`config.mk`:
```
export PLATFORM = sky130hd
export DESIGN_NAME = controlador_estados_param_flat
export DESIGN_NICKNAME = d
export VERILOG_FILES = /design/src/rtl/controlador_estados_param_pkg.sv /design/src/rtl/controlador_estados_param_if.sv /design/src/rtl/controlador_estados_param_gerador_tick.sv /design/src/rtl/controlador_estados_param.sv /design/src/flat_wrapper.sv
export SDC_FILE = /design/constraint.sdc
export NUM_CORES = 1
export LEC_CHECK = 0
export CAP_MARGIN = 20
export CORE_MARGIN = 8
export CORE_UTILIZATION = 44
export DETAILED_ROUTE_END_ITERATION = 7
export GPL_ROUTABILITY_DRIVEN = 0
export HOLD_SLACK_MARGIN = 0.15
export PLACE_DENSITY = 0.75
export SYNTH_ARGS = -nofsm -noshare
export SYNTH_HDL_FRONTEND = slang
export SYNTH_SLANG_ARGS = --single-unit
```
`constraint.sdc`:
```
create_clock -name clk -period 2 [get_ports clk]
set_clock_uncertainty 0.05 [all_clocks]
set_input_delay 0.6 -clock clk [delete_from_list [all_inputs] [get_ports clk]]
set_output_delay 0.6 -clock clk [all_outputs]
set_load 0.05 [all_outputs]
```
`src/rtl/controlador_estados_param_pkg.sv`:
```
// Shared state encodings, permanence width and IDLE button decoding for the pet controller.
package controlador_pkg;

  localparam logic [3:0] EST_IDLE       = 4'b0000;
  localparam logic [3:0] EST_DORMINDO   = 4'b0001;
  localparam logic [3:0] EST_COMENDO    = 4'b0010;
  localparam logic [3:0] EST_DANDO_AULA = 4'b0100;
  localparam logic [3:0] EST_MORTO      = 4'b1000;

  localparam int unsigned PERM_W = 8;

  typedef enum logic [3:0] {
    ST_IDLE       = EST_IDLE,
    ST_DORMINDO   = EST_DORMINDO,
    ST_COMENDO    = EST_COMENDO,
    ST_DANDO_AULA = EST_DANDO_AULA,
    ST_MORTO      = EST_MORTO
  } estado_e;

  // Activity chosen from IDLE for a given pair of latched presses.
  function automatic estado_e prox_de_idle(input logic p1, input logic p2);
    estado_e prox;
    case ({p1, p2})
      2'b10:   prox = ST_COMENDO;
      2'b01:   prox = ST_DORMINDO;
      2'b11:   prox = ST_DANDO_AULA;
      default: prox = ST_IDLE;
    endcase
    return prox;
  endfunction

endpackage

```
`src/rtl/controlador_estados_param_if.sv`:
```
// Button/stat inputs and state/pulse outputs of the pet controller.
interface controlador_estados_param_if #(
  parameter int unsigned W = 8
) ();

  logic                              b1;
  logic                              b2;
  logic [W-1:0]                      fome;
  logic [W-1:0]                      felicidade;
  logic [W-1:0]                      sono;
  logic [3:0]                        estado;
  logic                              tick;
  logic                              mudou;
  logic [controlador_pkg::PERM_W-1:0] permanencia;

  modport master (
    output b1, b2, fome, felicidade, sono,
    input  estado, tick, mudou, permanencia
  );

  modport slave (
    input  b1, b2, fome, felicidade, sono,
    output estado, tick, mudou, permanencia
  );

endinterface

```
`src/rtl/controlador_estados_param_gerador_tick.sv`:
```
// Free-running 0..TICK_PERIOD-1 counter; decisao_c marks the last cycle of each window.
module gerador_tick #(
  parameter int unsigned TICK_PERIOD = 65536
) (
  input  logic clk,
  input  logic rst_n,
  output logic decisao_c
);

  localparam int unsigned CNT_W = (TICK_PERIOD > 1) ? $clog2(TICK_PERIOD) : 1;
  localparam logic [CNT_W-1:0] CNT_MAX = CNT_W'(TICK_PERIOD - 1);

  logic [CNT_W-1:0] cnt_q;
  logic [CNT_W-1:0] cnt_d;

  always_comb begin
    decisao_c = (cnt_q == CNT_MAX);
    cnt_d     = decisao_c ? '0 : cnt_q + CNT_W'(1);
  end

  always_ff @(posedge clk or negedge rst_n) begin
    if (!rst_n) begin
      cnt_q <= '0;
    end else begin
      cnt_q <= cnt_d;
    end
  end

endmodule

```
`src/rtl/controlador_estados_param.sv`:
```
// Pet activity controller: latches buttons per window and decides estado once per tick.
// Optional automatic sleep/wake on sono is enabled by defining CONTROLADOR_AUTO_SONO_EN.
module controlador_estados_param
  import controlador_pkg::*;
#(
  parameter int unsigned W           = 8,
  parameter int unsigned TICK_PERIOD = 65536,
  parameter int unsigned MIN_DWELL   = 2,
  parameter int unsigned MAX_AULA    = 8,
  parameter int unsigned LIMIAR_SONO = 16
) (
  input logic                        clk,
  input logic                        rst_n,
  controlador_estados_param_if.slave bus
);

`ifdef CONTROLADOR_AUTO_SONO_EN
  localparam bit AUTO_SONO = 1'b1;
`else
  localparam bit AUTO_SONO = 1'b0;
`endif

  localparam logic [W-1:0]      LIMIAR    = W'(LIMIAR_SONO);
  localparam logic [PERM_W:0]   DWELL_MIN = (PERM_W + 1)'(MIN_DWELL);
  localparam logic [PERM_W:0]   AULA_MAX  = (PERM_W + 1)'(MAX_AULA);

  logic decisao_c;

  gerador_tick #(
    .TICK_PERIOD (TICK_PERIOD)
  ) u_gerador_tick (
    .clk       (clk),
    .rst_n     (rst_n),
    .decisao_c (decisao_c)
  );

  estado_e           estado_q, estado_d;
  logic              tick_q, tick_d;
  logic              mudou_q, mudou_d;
  logic [PERM_W-1:0] perm_q, perm_d;
  logic              b1_l_q, b1_l_d;
  logic              b2_l_q, b2_l_d;

  logic              p1, p2;
  logic [PERM_W:0]   perm_inc;
  logic              stat_zero;
  logic              sono_baixo;
  logic              sono_cheio;

  // Next-state decision; everything except the latches holds between ticks.
  always_comb begin
    estado_d   = estado_q;
    tick_d     = 1'b0;
    mudou_d    = 1'b0;
    perm_d     = perm_q;
    b1_l_d     = b1_l_q | bus.b1;
    b2_l_d     = b2_l_q | bus.b2;
    p1         = b1_l_q | bus.b1;
    p2         = b2_l_q | bus.b2;
    perm_inc   = {1'b0, perm_q} + (PERM_W + 1)'(1);
    stat_zero  = (bus.fome == '0) || (bus.felicidade == '0) || (bus.sono == '0);
    sono_baixo = AUTO_SONO && (bus.sono < LIMIAR);
    sono_cheio = AUTO_SONO && (bus.sono == '1);

    if (decisao_c) begin
      b1_l_d = 1'b0;
      b2_l_d = 1'b0;
      tick_d = 1'b1;

      if (estado_q == ST_MORTO) begin
        estado_d = ST_MORTO;
      end else if (stat_zero) begin
        estado_d = ST_MORTO;
      end else begin
        case (estado_q)
          ST_IDLE: begin
            if (sono_baixo) estado_d = ST_DORMINDO;
            else            estado_d = prox_de_idle(p1, p2);
          end
          ST_DORMINDO, ST_COMENDO, ST_DANDO_AULA: begin
            // Wake-up and class timeout take precedence over the dwell guard.
            if (estado_q == ST_DORMINDO && sono_cheio) begin
              estado_d = ST_IDLE;
            end else if (estado_q == ST_DANDO_AULA && perm_inc >= AULA_MAX) begin
              estado_d = ST_IDLE;
            end else if (perm_inc < DWELL_MIN) begin
              estado_d = estado_q;
            end else if (p1 || p2) begin
              estado_d = ST_IDLE;
            end else begin
              estado_d = estado_q;
            end
          end
          default: estado_d = ST_IDLE;
        endcase
      end

      mudou_d = (estado_d != estado_q);
      if (mudou_d)              perm_d = '0;
      else if (perm_q == '1)    perm_d = perm_q;
      else                      perm_d = perm_q + PERM_W'(1);
    end
  end

  always_ff @(posedge clk or negedge rst_n) begin
    if (!rst_n) begin
      estado_q <= ST_IDLE;
      tick_q   <= 1'b0;
      mudou_q  <= 1'b0;
      perm_q   <= '0;
      b1_l_q   <= 1'b0;
      b2_l_q   <= 1'b0;
    end else begin
      estado_q <= estado_d;
      tick_q   <= tick_d;
      mudou_q  <= mudou_d;
      perm_q   <= perm_d;
      b1_l_q   <= b1_l_d;
      b2_l_q   <= b2_l_d;
    end
  end

  assign bus.estado      = estado_q;
  assign bus.tick        = tick_q;
  assign bus.mudou       = mudou_q;
  assign bus.permanencia = perm_q;

endmodule
```
`src/flat_wrapper.sv`:
```
// flat-port wrapper written by rule: the top's interface ports become plain ports
module controlador_estados_param_flat import controlador_pkg::*;
#(
  parameter int unsigned W           = 8,
  parameter int unsigned TICK_PERIOD = 65536,
  parameter int unsigned MIN_DWELL   = 2,
  parameter int unsigned MAX_AULA    = 8,
  parameter int unsigned LIMIAR_SONO = 16
)
  (clk, rst_n, bus_b1, bus_b2, bus_fome, bus_felicidade, bus_sono, bus_estado, bus_tick, bus_mudou, bus_permanencia);
  controlador_estados_param_if #(.W(W)) bus_i ();
  input logic clk;
  input logic rst_n;
  input wire logic [$bits(bus_i.b1)-1:0] bus_b1;
  input wire logic [$bits(bus_i.b2)-1:0] bus_b2;
  input wire logic [$bits(bus_i.fome)-1:0] bus_fome;
  input wire logic [$bits(bus_i.felicidade)-1:0] bus_felicidade;
  input wire logic [$bits(bus_i.sono)-1:0] bus_sono;
  output wire logic [$bits(bus_i.estado)-1:0] bus_estado;
  output wire logic [$bits(bus_i.tick)-1:0] bus_tick;
  output wire logic [$bits(bus_i.mudou)-1:0] bus_mudou;
  output wire logic [$bits(bus_i.permanencia)-1:0] bus_permanencia;
  assign bus_i.b1 = bus_b1;
  assign bus_i.b2 = bus_b2;
  assign bus_i.fome = bus_fome;
  assign bus_i.felicidade = bus_felicidade;
  assign bus_i.sono = bus_sono;
  assign bus_estado = bus_i.estado;
  assign bus_tick = bus_i.tick;
  assign bus_mudou = bus_i.mudou;
  assign bus_permanencia = bus_i.permanencia;
  controlador_estados_param #(.W(W), .TICK_PERIOD(TICK_PERIOD), .MIN_DWELL(MIN_DWELL), .MAX_AULA(MAX_AULA), .LIMIAR_SONO(LIMIAR_SONO)) u_core (.clk(clk), .rst_n(rst_n), .bus(bus_i));
endmodule
```
wires.png
Drawn at 3 px/µm.
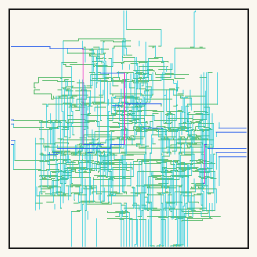
colour	layer	wire length
cyan	metal 2	2980 µm
green	metal 1	2300 µm
blue	metal 3	145 µm
magenta	metal 4	68.7 µm
total wire length after detailed routing: 5490 µm
WL/cell: 17.1 µm

placement_by_type.png
Drawn at 3 px/µm.
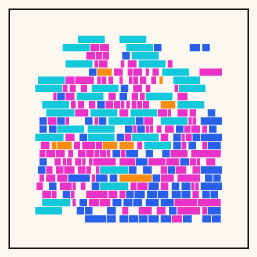
colour	class	cells
magenta	combinational and other logic	147
cyan	sequential cells	32
blue	remaining buffers and delay cells	84
orange	clock drivers and dummy loads	8

cell_density.png
Drawn at 4 px/µm. The die is cut into 8 by 8 equal tiles; black is low, pale yellow is high, 0 to 100% covered.
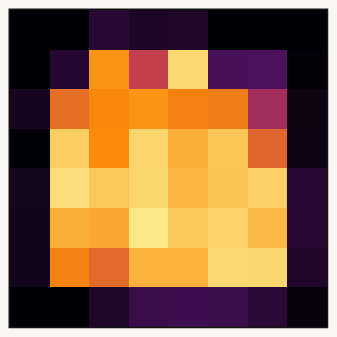
nearly empty tiles	17%
densest ninth of the die	centre
mean over tiles	45%

==> Slide: Implementation Results <==
Run Summary

Run status
  – Outcome: complete, but fails checks
  – Violations in the final reports: negative setup slack

Power
  – Power density over the cells: 465 nW/µm²
  – Overall power consumption: 1.33 mW
  – VDD IR-drop max: 0.000532 V
  – Reported sequential group power: 0.647 mW
  – Proportion of total power due to net switching: 0.205
  – Internal portion of total power: 1.06 mW

Drt
  – Detailed-routing iteration count for the pre-antenna-repair pass: 4
  – Met2 wire length: 2980 µm
  – Final antenna-violating net count: 0

Synth
  – Number of nets in the synthesized netlist: 218
  – Largest type area fraction: 0.456
  – Count of instantiated cells in the yosys netlist: 188
  – Most frequent cell after synthesis: sky130_fd_sc_hd__dfrtp_1
  – Most frequently used flop master after synthesis: sky130_fd_sc_hd__dfrtp_1
  – Mapped cell area: 1760 µm²
  – Instance tally after logic synthesis: 188
  – Count of distinct cell types in the synthesized netlist: 46
  – Number of enable flip-flop cells: 0
  – Post-synthesis adder-cell area fraction: 0.0143

Die
  – Die area: 6270 µm²
  – X dimension of the die: 79.2 µm

Clock tree
  – Maximum buffer depth of the clock tree: 2
  – H-tree depth reported by CTS: 2

Worst hold path
  – Worst hold path class: flop to flop
  – Destination of the worst hold path: u_core.u_gerador_tick.cnt_q[8]
  – Min-Delay Path Depth: 1

Worst setup path
  – Master of the slowest instance on the critical path: sky130_fd_sc_hd__or4_4
  – Worst reg2reg setup slack: -0.18 ns
  – Terminus of the critical flop-to-flop path: u_core.bus.permanencia[0]
  – Critical path class: flop to flop
  – Delay contributed by the slowest stage of the critical path: 0.55 ns
  – Arrival @ worst endpoint: 2.33 ns
  – Capturing instance or port of the critical path: u_core.bus.permanencia[0]

Final timing
  – Minimum period implied by the final worst setup slack: 2.18 ns
  – Final number of max-transition violations: 0
  – Final setup violating endpoints: 11
  – Post-route setup slack: -0.178 ns
  – Ratio of final minimum period to clock period: 1.09

Global route
  – Via count of the first global-routing pass: 1712

Flow run
  – Max_cap viols: 0
  – Number of warnings in the stage logs: 29

Final layout
  – Fin util: 0.733
  – Fraction of layout instances using a drive strength above 1: 0.376

Placement
  – PortBufs: 41
  – Pre-CTS WS: -0.533 ns
  – Detailed Place HPWL: 3400 µm
clocks.png
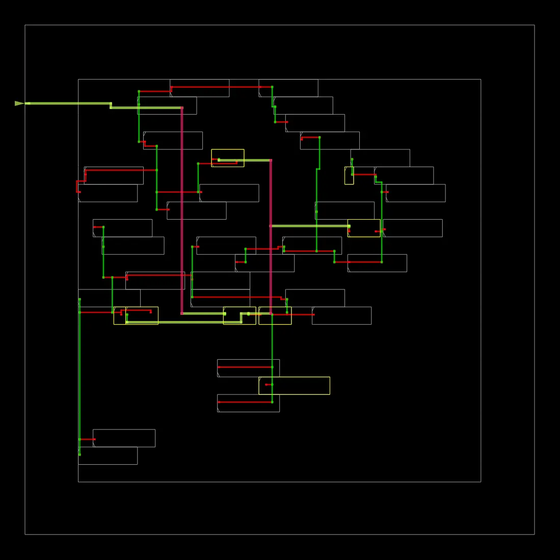
num sequential: 32
Late-Pin Clk Latency: 0.28 ns
number of CTS-inserted buffers: 5

io_placement.png
Drawn at 4 px/µm. Pins as bars across the die edge, other pins in grey.
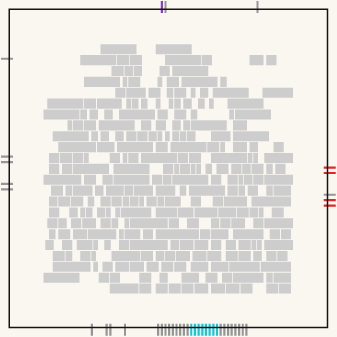
colour	port	pins	direction	edge
cyan	bus_fome	8	input	bottom
red	bus_estado	4	output	right
purple	bus_mudou	1	output	top
all pins by edge	29 bottom, 5 right, 5 left, 3 top

cell type report:
class | count | area, µm² | area share
multi-input combinational | 143 | 1100 | 0.384
inverter | 4 | 15.0 | 0.00523
sequential | 32 | 807 | 0.281
timing repair buffer | 84 | 774 | 0.270
tap | 50 | 62.6 | 0.0218
clock inverter | 2 | 35.0 | 0.0122
clock buffer | 6 | 72.6 | 0.0253
flip-flops by register name (all words and copies together) (netlist names):
signal / flops
u_core.bus.permanencia: 8
u_core.u_gerador_tick.cnt_q: 16
u_core.b1_l_q: 1
u_core.bus.tick: 1
u_core.bus.estado: 4
u_core.b2_l_q: 1
u_core.bus.mudou: 1
critical path: cells and delay by family (launching register included):
family	cells	cell delay, ns
AOI/OAI and AO/OA	3	0.70
DFF	1	0.40
and+or+nand+nor	2	0.68
muxes	1	0.15
buffers and inverters	1	0.13
repair_timing:
item / 4_1_cts / 5_1_grt
gates cloned: 1 / 0
gates resized: 38 / 20
setup endpoints to repair: 11 / 11
setup buffers: 4 / 7
hold buffers: 0 / 0
pin swaps: 19 / 21
layout by cell type (no fill, tap or decap), types with 7 or more instances in the layout:
cell type,netlist,routed
sky130_fd_sc_hd__nand3_1,18,13
sky130_fd_sc_hd__clkdlybuf4s50_1,0,7
sky130_fd_sc_hd__dlygate4sd2_1,0,16
sky130_fd_sc_hd__nor2_1,16,16
sky130_fd_sc_hd__dfrtp_1,32,27
sky130_fd_sc_hd__nand2_1,14,11
sky130_fd_sc_hd__and3_1,7,7
sky130_fd_sc_hd__a21oi_1,13,7
sky130_fd_sc_hd__buf_4,1,48
sky130_fd_sc_hd__xor2_1,7,7
cell families after synthesis:
group,after synthesis
flops,32
buf+inv,13
xor+xnor,12
fa+ha+maj,2
simple gates,88
compound gates,40
mux,1
Power and IR drop assume default switching activity.
